<file path="config.mk">
export PLATFORM = sky130hd
export DESIGN_NAME = mmr_voted_register
export DESIGN_NICKNAME = d
export VERILOG_FILES = /design/src/rtl/mmr_voted_register_pkg.sv /design/src/rtl/mmr_majority_voter.sv /design/src/rtl/mmr_voted_register.sv
export SDC_FILE = /design/constraint.sdc
export NUM_CORES = 1
export LEC_CHECK = 0
export CORE_AREA = 2 2 39 41
export CTS_BUF_LIST = sky130_fd_sc_hd__clkbuf_2 sky130_fd_sc_hd__clkbuf_4 sky130_fd_sc_hd__clkbuf_8
export DETAILED_ROUTE_END_ITERATION = 8
export DIE_AREA = 0 0 41 43
export GPL_TIMING_DRIVEN = 0
export PLACE_DENSITY = 0.33
export SYNTH_ARGS = -nofsm -noshare
export SYNTH_HDL_FRONTEND = slang
export SYNTH_SLANG_ARGS = --single-unit
</file>
<file path="constraint.sdc">
create_clock -name clk_i -period 2.3 [get_ports clk_i]
set_clock_uncertainty 0.05 [all_clocks]
set_input_delay 0.23 -clock clk_i [delete_from_list [all_inputs] [get_ports clk_i]]
set_output_delay 0.23 -clock clk_i [all_outputs]
set_load 0.02 [all_outputs]
</file>
<file path="src/rtl/mmr_voted_register_pkg.sv">
// mmr_pkg: voting-scheme constants, majority helper and parameter legality check
package mmr_pkg;
  localparam int VOTE_NONE = 0;
  localparam int VOTE_SINGLE = 1;
  localparam int VOTE_SKEW = 2;
  localparam int VOTE_FULL = 3;
  localparam int MAX_K = 32;
  function automatic logic maj(input logic [MAX_K-1:0] v, input int k);
    int ones;
    ones = 0;
    for (int i = 0; i < k; i++) ones += int'(v[i]);
    return ones > k / 2;
  endfunction
  function automatic bit params_ok(input int k, input int kc, input int vs);
    return vs >= VOTE_NONE && vs <= VOTE_FULL && k >= 1 && k <= MAX_K &&
           (kc == 1 || kc == k) && (vs == VOTE_NONE || (k >= 3 && k % 2 == 1));
  endfunction
endpackage

</file>
<file path="src/rtl/mmr_majority_voter.sv">
// mmr_majority_voter: K-input majority vote over the replica bits
module mmr_majority_voter
  import mmr_pkg::*;
#(
  parameter int K = 3
) (
  input  logic d_i [K-1:0],
  output logic q_o
);
  logic [MAX_K-1:0] v;
  always_comb begin
    v = '0;
    for (int i = 0; i < K; i++) v[i] = d_i[i];
    q_o = maj(v, K);
  end
endmodule

</file>
<file path="src/rtl/mmr_voted_register.sv">
// mmr_voted_register: K-way redundant single-bit register with selectable voting and disagreement flag
module mmr_voted_register
  import mmr_pkg::*;
#(
  parameter int   K_MMR         = 3,
  parameter int   K_MMR_CLOCK   = 1,
  parameter bit   MISMATCH_EN   = 1'b1,
  parameter int   VOTING_SCHEME = 3,
  parameter logic RESET_VALUE   = 1'b0
) (
  input  logic [K_MMR_CLOCK-1:0] clk_i,
  input  logic                   rst_i,
  input  logic                   D_i [K_MMR-1:0],
  output logic                   Q_o [K_MMR-1:0],
  output logic                   mismatch_o
);
  localparam int NR = (VOTING_SCHEME == VOTE_NONE) ? 1 : K_MMR;
  localparam int NV = (VOTING_SCHEME == VOTE_FULL) ? K_MMR : 1;
  logic r [NR-1:0];
  (* keep = "true", dont_touch = "true" *) logic vote [NV-1:0];
  logic diff;
  if (!params_ok(K_MMR, K_MMR_CLOCK, VOTING_SCHEME)) begin : g_bad_params
    $error("mmr_voted_register: illegal K_MMR / K_MMR_CLOCK / VOTING_SCHEME combination");
  end
  for (genvar k = 0; k < NR; k++) begin : g_rep
    localparam int CI = (K_MMR_CLOCK == K_MMR) ? k : 0;
    logic r_d;
    (* keep = "true", dont_touch = "true" *) logic r_q;
    always_comb r_d = D_i[k];
    always_ff @(posedge clk_i[CI]) begin
      if (rst_i) r_q <= RESET_VALUE;
      else r_q <= r_d;
    end
    assign r[k] = r_q;
  end
  if (VOTING_SCHEME == VOTE_NONE) begin : g_none
    assign vote[0] = r[0];
  end else if (VOTING_SCHEME == VOTE_FULL) begin : g_full
    for (genvar k = 0; k < K_MMR; k++) begin : g_v
      mmr_majority_voter #(.K(K_MMR)) u_voter (.d_i(r), .q_o(vote[k]));
    end
  end else begin : g_one
    mmr_majority_voter #(.K(K_MMR)) u_voter (.d_i(r), .q_o(vote[0]));
  end
  for (genvar k = 0; k < K_MMR; k++) begin : g_out
    if (VOTING_SCHEME == VOTE_FULL) begin : g_full
      assign Q_o[k] = vote[k];
    end else if (VOTING_SCHEME == VOTE_SKEW && k > 0) begin : g_skew
      assign Q_o[k] = r[k-1];
    end else begin : g_shared
      assign Q_o[k] = vote[0];
    end
  end
  // any replica differing from replica 0 means they are not all equal
  always_comb begin
    diff = 1'b0;
    for (int k = 1; k < NR; k++) diff = diff | (r[k] != r[0]);
  end
  assign mismatch_o = MISMATCH_EN && (VOTING_SCHEME != VOTE_NONE) && diff;
endmodule

</file>
The metal 3 layer:
Bar = 10 um. Cells faint in the background.
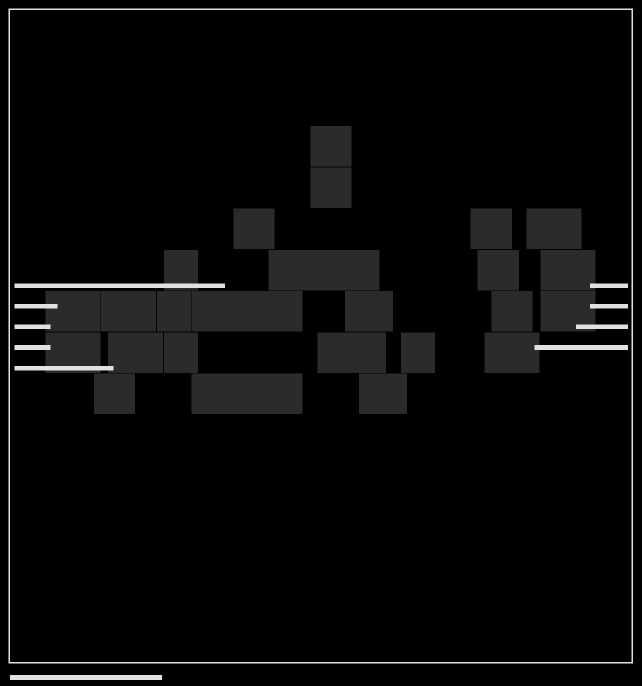
longest straight run: 13.6 um
main direction: horizontal
wire length on this layer: 39.8 um
WL final: 211 um
global routing usage on met3: 0.0628
DR vias: 115

Cells coloured by class:
Bar = 10 um.
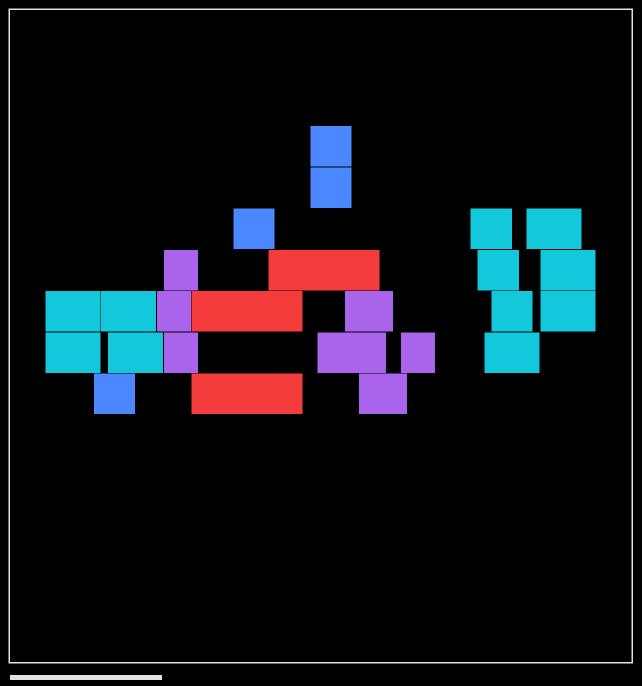
| colour | class | cells | share of their area |
|---|---|---|---|
| blue | clock drivers and dummy loads | 4 | 12% |
| purple | remaining logic cells | 7 | 22% |
| red | sequential cells | 3 | 24% |
| cyan | remaining buffers and delay cells | 11 | 41% |

==> metrics.yaml <==
grt:
  grt_use_total: 0.0432
  grt_pass1_wl_um: 386
  grt_max_degree: 4
  grt_pass1_vias: 102
finish:
  final_nets: 32
  area_growth_syn_to_layout_pct: 94.5
  n_antenna_cell: 0
  comb_share: 0.206
  largest_reg_flops: 3
  largest_cell_class: "non-clock buffers"
  logic_gates: 7
  inverters: 0
  post-route-util: 0.193
  final_cell_area_sq_um: 268
  regMostFlops: "g_rep.r_q"
  final_cells: 41
  final-nonclk-buf-share: 0.383
  sh_seq_area: 0.224
  seq_area_sq_um: 60.1
  drive_above_1_share: 0.320
  ff_count: 3
  fill_cells: 152
worst_setup_path:
  startpoint: "g_rep[0].r_q"
  cp-endpoint: "Q_o[1]"
  crit_chain: "ha_1, a21o_2, buf_4, clkdlybuf4s50_1"
  worst-path-stages: 4
  path_class: "reg -> out"
  cp_num_buf_inv: 2
  slowest_stage: "clkdlybuf4s50_1"
  crit_family: "buffers and inverters"
power_and_ir_drop:
  sequentialPowerShare: 0.286
  switching_share: 0.212
  intPower_mw: 0.156
  p_clk_frac: 0.521
  vdd_drop_max_mv: 0.187
drt:
  drt_iter0_markers: 5
  routedLengthMet1_um: 89
  first_pass_iters: 3
timing:
  slew_headroom: 0.858
  timing.hold.ws_ns: 0.503
  finalSetupViolations: 0
  rsz0062_at_grt: "no"
worst_hold_path:
  hold_path_class: "in -> reg"
  min_from: "D_i[0]"
cts:
  clock_sinks: 3
  cts_buffer_depth: 2
  clkTransAtPathRegs_ns: 0.03
floorplan:
  die_x_um: 41
  fp_util: 0.0995
  rows: 14
  taps: 16
  die_h_um: 43
placed_design:
  gp_congestion: 0.482
  place_inst: 37
  post_dp_cell_area_sq_um: 238
  preCtsSetupSlack_ns: 0.529
run_status:
  outcome: "finished clean"
run:
  tool_warnings: 26
Metal 2:
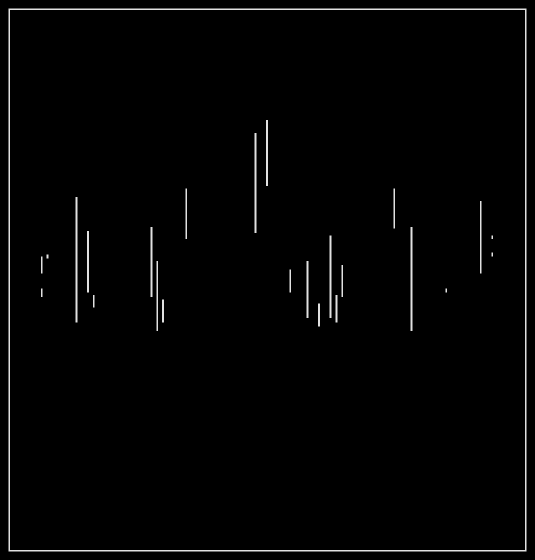
longest straight run: 9.90 um
nets with wire on the layer: 22
met2 Usage GRT: 0.0406

Metal 1:
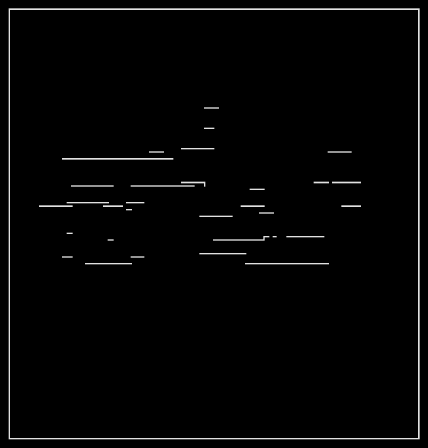
share of all routed wire: 42%
longest straight run: 11.0 um
wire length on this layer: 89.0 um
met1 usage: 0.0289

[cell usage in the layout (no fill, tap or decap)]
cell type / count
clkdlybuf4s50_1: 8
xnor2_1: 1
nor2b_1: 3
dfxtp_1: 3
nand2b_1: 1
a21o_2: 1
buf_4: 3
ha_1: 1
clkbuf_4: 4
[power groups by stage]
stage / registers (mW) / logic, mW / clock network (mW)
floorplan: 0.0572 / 0.0202 / 0
finish: 0.0567 / 0.0382 / 0.103
global route: 0.0570 / 0.0420 / 0.115
global placement: 0.0574 / 0.0383 / 0
detailed placement: 0.0575 / 0.0388 / 0
CTS: 0.0567 / 0.0388 / 0.109
